registers.png
Scale: 2 px per um.
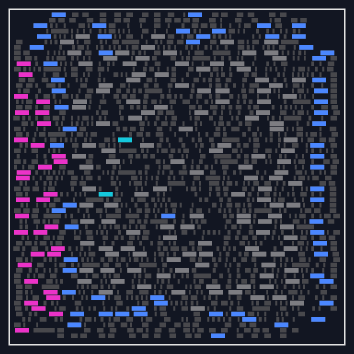
met3.png
Scale: 3 px per um.
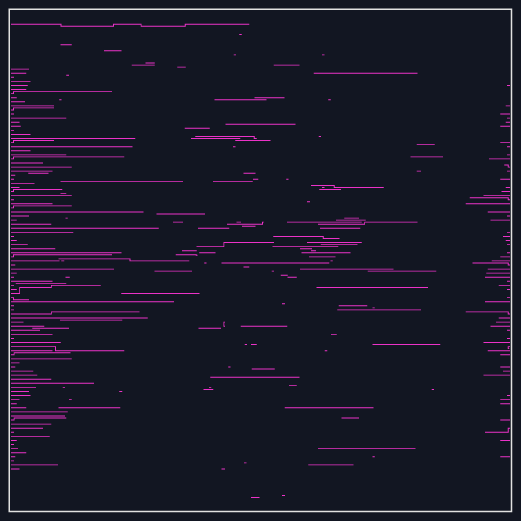
wire_density.png
Scale: 2 px per um. The die is cut into 33 by 33 equal tiles; black is low, pale yellow is high, scaled to the fullest tile. Values are wire area over tile area, all layers added.
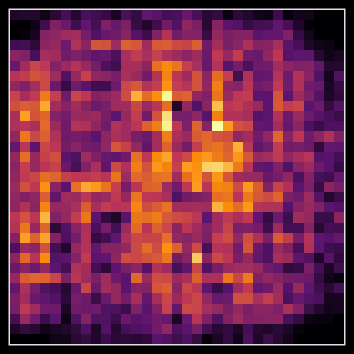
==> src/rtl/ifetch_ctrl.sv <==
// ifetch_ctrl: instruction-fetch front end.
//
// Owns the architectural fetch PC, runs a single-outstanding request/response
// handshake on the instruction bus and hands one {pc, instruction} pair at a
// time to the fetch stage. Redirects from later stages take priority over every
// other event; a response that belongs to a request issued before a redirect is
// discarded.
//
// Optional build macro IFETCH_SKID_BUF_EN: adds a 1-entry skid buffer so the
// next sequential fetch overlaps with a stalled output. Without it the next
// request issues only after the held output has been accepted.
//
// Ports:
//   clk, reset        clock and synchronous active-high reset
//   redirect_valid/pc load a new fetch PC (highest priority)
//   ireq_valid/addr   instruction bus request (address stable until response)
//   iresp_data_ok     response strobe completing the outstanding request
//   iresp_data        returned instruction word
//   out_valid/ready   handshake to the fetch stage
//   out_pc/out_instr  delivered PC and instruction (registered)
module ifetch_ctrl #(
  parameter logic [63:0] PC_RESET = 64'h0000_0000_8000_0000
) (
  input  logic        clk,
  input  logic        reset,
  input  logic        redirect_valid,
  input  logic [63:0] redirect_pc,
  output logic        ireq_valid,
  output logic [63:0] ireq_addr,
  input  logic        iresp_data_ok,
  input  logic [31:0] iresp_data,
  output logic        out_valid,
  input  logic        out_ready,
  output logic [63:0] out_pc,
  output logic [31:0] out_instr
);

  typedef enum logic [1:0] {
    StReq   = 2'd0,
    StHold  = 2'd1,
    StFlush = 2'd2
  } state_e;

  state_e      state_q, state_d;
  logic [63:0] pc_q, pc_d;
  logic [63:0] stale_q, stale_d;
  logic        out_valid_q, out_valid_d;
  logic [63:0] out_pc_q, out_pc_d;
  logic [31:0] out_instr_q, out_instr_d;
  logic        pc_aligned;

`ifdef IFETCH_SKID_BUF_EN
  logic        skid_valid_q, skid_valid_d;
  logic [63:0] skid_pc_q, skid_pc_d;
  logic [31:0] skid_instr_q, skid_instr_d;
  logic        resp_hold;
`endif

  assign pc_aligned = (pc_q[1:0] == 2'b00);

  assign out_valid = out_valid_q;
  assign out_pc    = out_pc_q;
  assign out_instr = out_instr_q;

  // Bus request. Gated by reset so the bus is quiet while reset is held.
  always_comb begin
    ireq_valid = 1'b0;
    ireq_addr  = 64'h0;
    if (!reset) begin
      case (state_q)
        StReq: begin
          ireq_valid = pc_aligned;
          ireq_addr  = pc_q;
        end
        StHold: begin
`ifdef IFETCH_SKID_BUF_EN
          ireq_valid = pc_aligned & ~skid_valid_q;
          ireq_addr  = pc_q;
`endif
        end
        StFlush: begin
          // Stale request still owns the bus; keep its address stable.
          ireq_valid = 1'b1;
          ireq_addr  = stale_q;
        end
        default: begin
          ireq_valid = 1'b0;
          ireq_addr  = 64'h0;
        end
      endcase
    end
  end

`ifdef IFETCH_SKID_BUF_EN
  assign resp_hold = iresp_data_ok & ireq_valid;
`endif

  always_comb begin
    state_d     = state_q;
    pc_d        = pc_q;
    stale_d     = stale_q;
    out_valid_d = out_valid_q;
    out_pc_d    = out_pc_q;
    out_instr_d = out_instr_q;
`ifdef IFETCH_SKID_BUF_EN
    skid_valid_d = skid_valid_q;
    skid_pc_d    = skid_pc_q;
    skid_instr_d = skid_instr_q;
`endif

    if (redirect_valid) begin
      pc_d        = redirect_pc;
      out_valid_d = 1'b0;
`ifdef IFETCH_SKID_BUF_EN
      skid_valid_d = 1'b0;
`endif
      if (state_q == StFlush) begin
        state_d = iresp_data_ok ? StReq : StFlush;
      end else if (ireq_valid && !iresp_data_ok) begin
        // Outstanding request to pc_q must still be drained off the bus.
        state_d = StFlush;
        stale_d = pc_q;
      end else begin
        state_d = StReq;
      end
    end else begin
      case (state_q)
        StReq: begin
          if (!pc_aligned) begin
            // No bus access; deliver a marker the fetch stage turns into a trap.
            out_valid_d = 1'b1;
            out_pc_d    = pc_q;
            out_instr_d = 32'h0;
            state_d     = StHold;
          end else if (iresp_data_ok) begin
            out_valid_d = 1'b1;
            out_pc_d    = pc_q;
            out_instr_d = iresp_data;
            pc_d        = pc_q + 64'd4;
            state_d     = StHold;
          end
        end
        StHold: begin
`ifdef IFETCH_SKID_BUF_EN
          if (out_ready) begin
            if (skid_valid_q) begin
              out_pc_d     = skid_pc_q;
              out_instr_d  = skid_instr_q;
              skid_valid_d = 1'b0;
            end else if (resp_hold) begin
              out_pc_d    = pc_q;
              out_instr_d = iresp_data;
              pc_d        = pc_q + 64'd4;
            end else begin
              // Any overlapped request to pc_q simply continues in StReq.
              out_valid_d = 1'b0;
              state_d     = StReq;
            end
          end else if (resp_hold) begin
            skid_valid_d = 1'b1;
            skid_pc_d    = pc_q;
            skid_instr_d = iresp_data;
            pc_d         = pc_q + 64'd4;
          end
`else
          if (out_ready) begin
            out_valid_d = 1'b0;
            state_d     = StReq;
          end
`endif
        end
        StFlush: begin
          if (iresp_data_ok) begin
            state_d = StReq;
          end
        end
        default: begin
          state_d = StReq;
        end
      endcase
    end
  end

  always_ff @(posedge clk) begin
    if (reset) begin
      state_q     <= StReq;
      pc_q        <= PC_RESET;
      stale_q     <= 64'h0;
      out_valid_q <= 1'b0;
      out_pc_q    <= 64'h0;
      out_instr_q <= 32'h0;
`ifdef IFETCH_SKID_BUF_EN
      skid_valid_q <= 1'b0;
      skid_pc_q    <= 64'h0;
      skid_instr_q <= 32'h0;
`endif
    end else begin
      state_q     <= state_d;
      pc_q        <= pc_d;
      stale_q     <= stale_d;
      out_valid_q <= out_valid_d;
      out_pc_q    <= out_pc_d;
      out_instr_q <= out_instr_d;
`ifdef IFETCH_SKID_BUF_EN
      skid_valid_q <= skid_valid_d;
      skid_pc_q    <= skid_pc_d;
      skid_instr_q <= skid_instr_d;
`endif
    end
  end

endmodule

==> config.mk <==
export PLATFORM = sky130hd
export DESIGN_NAME = ifetch_ctrl
export DESIGN_NICKNAME = d
export VERILOG_FILES = /design/src/rtl/ifetch_ctrl.sv
export SDC_FILE = /design/constraint.sdc
export NUM_CORES = 1
export LEC_CHECK = 0
export CELL_PAD_IN_SITES_DETAIL_PLACEMENT = 1
export CELL_PAD_IN_SITES_GLOBAL_PLACEMENT = 1
export CORE_UTILIZATION = 39
export CTS_CLUSTER_SIZE = 14
export DETAILED_ROUTE_END_ITERATION = 8
export GPL_TIMING_DRIVEN = 0
export PLACE_DENSITY_LB_ADDON = 0.1
export SYNTH_ARGS = -nofsm -noshare
export SYNTH_HDL_FRONTEND = slang
export SYNTH_SLANG_ARGS = --single-unit
export TNS_END_PERCENT = 1
==> constraint.sdc <==
create_clock -name clk -period 6.25 [get_ports clk]
set_input_delay 0.9375 -clock clk [delete_from_list [all_inputs] [get_ports clk]]
set_output_delay 0.9375 -clock clk [all_outputs]
set_load 0.03 [all_outputs]
==> flow_metrics.py <==
# Generated from Yosys and OpenROAD reports
metrics = {
    "critical_path": {
        "regToRegStartpoint": "pc_q[1]",
        "crit_chain": "buf_2, buf_1, buf_1, mux2i_1, nor2_1, clkdlybuf4s50_1",
        "worstPathRequired_ns": 5.31,
        "timing.critical_path.to_type": "output pin",
        "crit_slowest_cell": "buf_1",
    },
    "timing": {
        "final.min_clock_period_ns": 4.51,
        "fmax_mhz": 222,
        "drv_slew": 0,
        "setup_viol": 0,
        "grt_setup_unrepaired": "false",
    },
    "final_layout": {
        "finalNonFillerCells": 2024,
        "final_area_um2": 14500,
        "flow.area_growth_from_synthesis_pct": 36.3,
        "top_cell_excl_fill_tap": "nand2_1",
        "layout_top_cells_excl_fill_tap": "nand2_1 (315), clkdlybuf4s50_1 (259), dfxtp_1 (227)",
    },
    "grt": {
        "grt_pass1_wl_mm": 62.7,
        "grt_pass1_vias": 11300,
        "grt.total_usage_pct": 28.3,
        "grt_max_degree": 13,
    },
    "clocking": {
        "tritoncts": "built",
        "cts_buffers": 26,
        "cts_root_cell": "clkbuf_16",
        "postCtsResizedCells": 0,
        "h_tree_level_count": 1,
        "cts_setup_buffers": 0,
    },
    "drt": {
        "postRouteAntennaNets": 0,
        "detail_route.drc_violations": 0,
    },
    "floorplanning": {
        "ios": 263,
        "floorplan.core_area_um2": 26800,
        "design.die.area_um2": 27900,
    },
    "power": {
        "pwr_dens_nw_per_um2": 255,
    },
    "logic_synthesis": {
        "synthArstFlopShare_pct": 0,
        "synth.yosys.warnings": 0,
        "ys_sh_aoi_pct": 14.6,
        "synth-main-ff-cell": "dfxtp_1",
        "synthDominantAreaCellType": "dfxtp_1",
        "top_cells_by_count": "nand2_1 (315), dfxtp_1 (227), a21oi_1 (169), nor2_1 (140), clkbuf_1 (86)",
        "synth-edff-count": 0,
        "synth.yosys.num_cells": 1378,
        "synth-adder-area-share_pct": 0.118,
        "syn_inst": 1378,
        "synth_area_per_cell_um2": 7.70,
    },
    "worst_hold_path": {
        "timing.hold.worst_endpoint": "out_instr[15]",
    },
    "place": {
        "gp_routability_congestion": 0.844,
    },
    "outcome": {
        "run_status": "complete, no violations",
    },
}
## Picture notes: registers.png
Key: magenta = out_instr [flops 32]; cyan = state_q [flops 2]; blue = out_pc [flops 64, where widely spread]
Another 129 sequential cells are not colored.
Finished Core Util: 54.0%
total area of sequential cells: 4540 um2
Seq/total area: 31.4%
power consumed by sequential cells: 1.57 mW

## Picture notes: met3.png
The wires run mostly horizontal. The longest straight run is 54.0 um.

## Picture notes: wire_density.png
2.9% of the tiles are nearly empty. The fullest tile reaches 0.63. The mean over all tiles is 0.23. 24% of the tiles are over half the peak. The densest ninth of the die: center.

worst register-to-register path, stage by stage, from the launching register on:
cell      delay, ns
dfxtp_1        0.50
nor3_1         0.20
nor4_2         0.82
clkbuf_1       0.73
buf_1          0.51
nand2_1        0.12
a21oi_1        0.15
metal layers:
layer / GRT usage [%] / part of all wire, % / vias up
li1: - / - / 5332
met1: 35.0 / 43 / 5384
met2: 48.5 / 47 / 323
met3: 6.73 / 6.6 / 72
met4: 8.86 / 2.9 / 2
met5: 0 / 0.033 / -
area by class of cell:
class,count,area [um2]
plain buffers,129,531
flip-flops and latches,227,4540
well taps,341,427
diodes,3,7.51
inverters,16,60.1
clock inverters,7,62.6
repair buffers,259,2590
clock buffers,36,759
fillers,3255,12300
multi-input cells,1006,5480
report_power, final:
group / internal (mW) / leakage, nW / total [mW] / switching, mW
clock: 0.880 / 0.407 / 1.50 / 0.620
combinational: 0.237 / 2.53 / 0.617 / 0.380
sequential: 1.51 / 1.85 / 1.57 / 0.0574
total: 2.63 / 4.79 / 3.69 / 1.06
sequential cells by signal, summed over array words and instances (netlist names):
signal / cells
out_pc: 64
pc_q: 64
stale_q: 64
out_instr: 32
state_q: 2
out_valid: 1
stage by stage:
stage	util, %	hold slack, ns
after floorplan	-	0.436
after global placement	50.9	0.437
after detailed placement	50.9	0.447
after CTS	53.9	0.453
after global routing	54.0	0.469
final	54.0	0.452
worst max path at each step:
stage / start / slack (ns) / end
2_1_floorplan: reset / 3.09 / ireq_addr[23]
3_3_place_gp: reset / 2.02 / ireq_addr[60]
3_5_place_dp: reset / 1.96 / ireq_addr[36]
4_1_cts: state_q[1] / 1.67 / ireq_addr[26]
5_1_grt: state_q[1] / 1.52 / ireq_addr[45]
6_report: state_q[1] / 1.74 / ireq_addr[41]
Power is estimated from default activity; no workload was simulated.
